$ cat src/rtl/coin_change_dispenser_pkg.sv
// vend_pkg: shared coin and dispenser-state types plus coin values in nickel units
package vend_pkg;
  typedef enum logic {NICKEL, DIME} coin_t;
  typedef enum logic [1:0] {IDLE, COIN, GAP, DONE} dispense_state_t;
  localparam int NICKEL_VAL = 1;
  localparam int DIME_VAL = 2;
endpackage

$ cat src/rtl/coin_change_dispenser_if.sv
// coin_change_dispenser_if: change request, hopper status and coin pulse signals
interface coin_change_dispenser_if #(parameter int AMOUNT_W = 4);
  logic req_valid;
  logic [AMOUNT_W-1:0] req_amount;
  logic req_ready;
  logic dime_empty;
  logic nickel_empty;
  logic nickel;
  logic dime;
  logic busy;
  logic done;
  logic error;
  logic [AMOUNT_W-1:0] shortfall;
  modport master (
    output req_valid, req_amount, dime_empty, nickel_empty,
    input req_ready, nickel, dime, busy, done, error, shortfall
  );
  modport slave (
    input req_valid, req_amount, dime_empty, nickel_empty,
    output req_ready, nickel, dime, busy, done, error, shortfall
  );
endinterface

$ cat src/rtl/coin_change_dispenser_gap_timer.sv
// dispense_gap_timer: loadable down-counter flagging the last cycle of an inter-coin gap
module dispense_gap_timer #(
  parameter int GAP_CYCLES = 2
) (
  input  logic clk,
  input  logic rst_n,
  input  logic load_i,
  output logic expire_o
);
  localparam logic [3:0] LOAD_VAL = (GAP_CYCLES == 0) ? 4'd0 : 4'(GAP_CYCLES - 1);
  logic [3:0] cnt_q, cnt_d;
  // reload on gap entry, otherwise count down and park at zero
  always_comb cnt_d = load_i ? LOAD_VAL : (cnt_q != 4'd0 ? cnt_q - 4'd1 : cnt_q);
  // counter register
  always_ff @(posedge clk or negedge rst_n)
    if (!rst_n) cnt_q <= 4'd0;
    else cnt_q <= cnt_d;
  assign expire_o = (cnt_q == 4'd0);
endmodule

$ cat src/rtl/coin_change_dispenser.sv
// coin_change_dispenser: pays a nickel-denominated change amount as spaced nickel/dime pulses
module coin_change_dispenser
  import vend_pkg::*;
#(
  parameter int AMOUNT_W   = 4,
  parameter int GAP_CYCLES = 2
) (
  input logic clk,
  input logic rst_n,
  coin_change_dispenser_if.slave bus
);
  dispense_state_t state_q, state_d;
  coin_t sel_q, sel_d;
  logic [AMOUNT_W-1:0] rem_q, rem_d, short_q, short_d, rem_src;
  logic err_q, err_d, use_dime, use_nickel, decide, expire, gap_load;
  dispense_gap_timer #(.GAP_CYCLES(GAP_CYCLES)) u_gap (
    .clk(clk),
    .rst_n(rst_n),
    .load_i(gap_load),
    .expire_o(expire)
  );
  // coin choice: prefer a dime, fall back to a nickel, never underflow
  always_comb begin
    rem_src = (state_q == IDLE) ? bus.req_amount : rem_q;
    use_dime = rem_src >= AMOUNT_W'(DIME_VAL) && !bus.dime_empty;
    use_nickel = !use_dime && rem_src >= AMOUNT_W'(NICKEL_VAL) && !bus.nickel_empty;
  end
  // state register with remaining amount and held completion status
  always_ff @(posedge clk or negedge rst_n)
    if (!rst_n) begin
      state_q <= IDLE;
      sel_q <= NICKEL;
      rem_q <= '0;
      err_q <= 1'b0;
      short_q <= '0;
    end else begin
      state_q <= state_d;
      sel_q <= sel_d;
      rem_q <= rem_d;
      err_q <= err_d;
      short_q <= short_d;
    end
  // next state: decisions happen at acceptance, at gap expiry, or right after a coin when there is no gap
  always_comb begin
    state_d = state_q;
    sel_d = sel_q;
    rem_d = rem_q;
    err_d = err_q;
    short_d = short_q;
    decide = 1'b0;
    unique case (state_q)
      IDLE: decide = bus.req_valid;
      COIN:
        if (rem_q == '0) state_d = DONE;
        else if (GAP_CYCLES == 0) decide = 1'b1;
        else state_d = GAP;
      GAP: decide = expire;
      DONE: state_d = IDLE;
    endcase
    if (state_q == IDLE && bus.req_valid) begin
      err_d = 1'b0;
      short_d = '0;
    end
    if (decide) begin
      state_d = (use_dime || use_nickel) ? COIN : DONE;
      sel_d = use_dime ? DIME : NICKEL;
      rem_d = rem_src - (use_dime ? AMOUNT_W'(DIME_VAL) : use_nickel ? AMOUNT_W'(NICKEL_VAL) : AMOUNT_W'(0));
      err_d = !(use_dime || use_nickel) && rem_src != '0;
      short_d = (use_dime || use_nickel) ? '0 : rem_src;
    end
    gap_load = (state_q == COIN) && (state_d == GAP);
  end
  // outputs decoded purely from registered state
  always_comb begin
    bus.req_ready = (state_q == IDLE);
    bus.busy = (state_q != IDLE);
    bus.nickel = (state_q == COIN) && (sel_q == NICKEL);
    bus.dime = (state_q == COIN) && (sel_q == DIME);
    bus.done = (state_q == DONE);
    bus.error = err_q;
    bus.shortfall = short_q;
  end
endmodule

$ cat src/flat_wrapper.sv
// flat-port wrapper written by rule: the top's interface ports become plain ports
module coin_change_dispenser_flat import vend_pkg::*;
#(
  parameter int AMOUNT_W   = 4,
  parameter int GAP_CYCLES = 2
)
  (clk, rst_n, bus_req_valid, bus_req_amount, bus_dime_empty, bus_nickel_empty, bus_req_ready, bus_nickel, bus_dime, bus_busy, bus_done, bus_error, bus_shortfall);
  coin_change_dispenser_if #(.AMOUNT_W(AMOUNT_W)) bus_i ();
  input logic clk;
  input logic rst_n;
  input wire logic [$bits(bus_i.req_valid)-1:0] bus_req_valid;
  input wire logic [$bits(bus_i.req_amount)-1:0] bus_req_amount;
  input wire logic [$bits(bus_i.dime_empty)-1:0] bus_dime_empty;
  input wire logic [$bits(bus_i.nickel_empty)-1:0] bus_nickel_empty;
  output wire logic [$bits(bus_i.req_ready)-1:0] bus_req_ready;
  output wire logic [$bits(bus_i.nickel)-1:0] bus_nickel;
  output wire logic [$bits(bus_i.dime)-1:0] bus_dime;
  output wire logic [$bits(bus_i.busy)-1:0] bus_busy;
  output wire logic [$bits(bus_i.done)-1:0] bus_done;
  output wire logic [$bits(bus_i.error)-1:0] bus_error;
  output wire logic [$bits(bus_i.shortfall)-1:0] bus_shortfall;
  assign bus_i.req_valid = bus_req_valid;
  assign bus_i.req_amount = bus_req_amount;
  assign bus_i.dime_empty = bus_dime_empty;
  assign bus_i.nickel_empty = bus_nickel_empty;
  assign bus_req_ready = bus_i.req_ready;
  assign bus_nickel = bus_i.nickel;
  assign bus_dime = bus_i.dime;
  assign bus_busy = bus_i.busy;
  assign bus_done = bus_i.done;
  assign bus_error = bus_i.error;
  assign bus_shortfall = bus_i.shortfall;
  coin_change_dispenser #(.AMOUNT_W(AMOUNT_W), .GAP_CYCLES(GAP_CYCLES)) u_core (.clk(clk), .rst_n(rst_n), .bus(bus_i));
endmodule
$ cat config.mk
export PLATFORM = sky130hd
export DESIGN_NAME = coin_change_dispenser_flat
export DESIGN_NICKNAME = d
export VERILOG_FILES = /design/src/rtl/coin_change_dispenser_pkg.sv /design/src/rtl/coin_change_dispenser_if.sv /design/src/rtl/coin_change_dispenser_gap_timer.sv /design/src/rtl/coin_change_dispenser.sv /design/src/flat_wrapper.sv
export SDC_FILE = /design/constraint.sdc
export NUM_CORES = 1
export LEC_CHECK = 0
export CAP_MARGIN = 0
export CORE_MARGIN = 1
export CORE_UTILIZATION = 41
export CTS_BUF_LIST = sky130_fd_sc_hd__clkbuf_8
export CTS_CLUSTER_SIZE = 30
export DETAILED_ROUTE_END_ITERATION = 6
export PLACE_DENSITY = 0.65
export SYNTH_ARGS = -nofsm -noshare
export SYNTH_HDL_FRONTEND = slang
export SYNTH_SLANG_ARGS = --single-unit
$ cat constraint.sdc
create_clock -name clk -period 3.5 [get_ports clk]
set_clock_uncertainty 0.15 [all_clocks]
set_input_delay 0.525 -clock clk [delete_from_list [all_inputs] [get_ports clk]]
set_output_delay 0.525 -clock clk [all_outputs]
set_load 0.05 [all_outputs]
Zoomed window:
Window x 13 to 38, y 3 to 28 µm. Cells in gray, sequential cells in the stronger gray; small squares are vias.
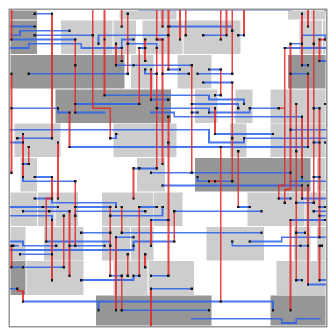
Key: blue = metal 1; red = metal 2
Most frequent: ha_1 (5). 38 logic cells have their middle in the window. Sequential cells in the window: 4.

Routing congestion map:
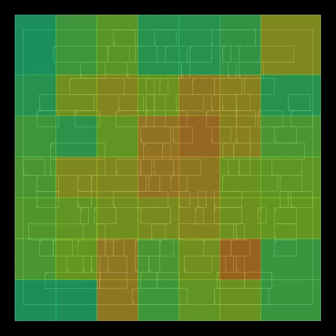
met1 usage: 23.8%
wire length per cell: 14.0 µm

==> notes.md <==
Implementation summary

The number of buffers created by CTS is 3. In this build the clock could be raised as far as 340 MHz. The signal on the critical path passes through inv_1 > ha_1 > mux2i_2 > a31oi_2 > nor3_1 > ha_1 > inv_1 > fa_1 > mux2_2. Of the cells placed in the final design, the portion with a size suffix greater than 1 is 14.0%. The internal power is 0.705 mW. The overall power is 1.33 mW. Setup repair after global routing left no endpoint under its margin.

The top flip-flop cell by instance count after synthesis is dfrtp_1. The end point of the critical path is u_core.rem_q[1]. The power density relative to cell area is 1060 mW/mm².

The worst hold endpoint is u_core.bus.shortfall[1]. Per report_power, the sequential group accounts for 26.2% of the total. The combined global-route utilization of all metal layers is 18.2%. The leakage power in the latest report is 0.551 nW. All stages included, the depth of the critical timing path comes to 9. The number of flip-flops and latches is 16.

The worst path setup slack after routing is 0.558 ns. The placed instances occupy a cell area of 0.00121 mm². The run finished with clean final reports. Multiplexer cells account for 13.8% of the synthesized area. The combined buffer and inverter count along the critical path is 2. The wire length on met1 is 1.01 mm. The OpenROAD report gives the critical path a required time of 3.48 ns. In the hold timing report, the worst path depth is 1.

In the post-synthesis netlist, the biggest area contributors are dfrtp_1, ha_1, mux2_2. Routed signal wires occupy layers up through met4. Per the post-route antenna check, the number of violating nets is 0. Per the area breakdown, the dominant cell category is logic gates.

The count of final hold-check violations is 0. The peak per-stage delay on the critical path is 0.42 ns. The routed length on met3 is 60 µm. The max-slew violation total from the final report is 0. For the worst flop-to-flop path, the logic depth is 9. In the layout the commonest cells are clkdlybuf4s50_1, dfrtp_1, inv_1. In the post-route report, total wirelength is listed as 1.98 mm.

Post-CTS repair ended up resizing 0 cells. The share of flip-flops with an asynchronous set or reset after synthesis is 100%. The layout-stage area growth over the synthesis result is 25.1%. In this run, the synthesized area fraction spent on AND-OR/OR-AND gates is recorded as 8.85%.

The post-synthesis instance area is 0.00100 mm². The top-area cell type share of the netlist area is 39.9%. The overflow left after global routing is 0.

The sequential cell area is 400 µm². In this run the most used layer during global routing was met2. The number of antenna violations at the first check in global routing is 0. The number of flops mapped to enable cells by yosys is 0.
Power is estimated from default activity; no workload was simulated.
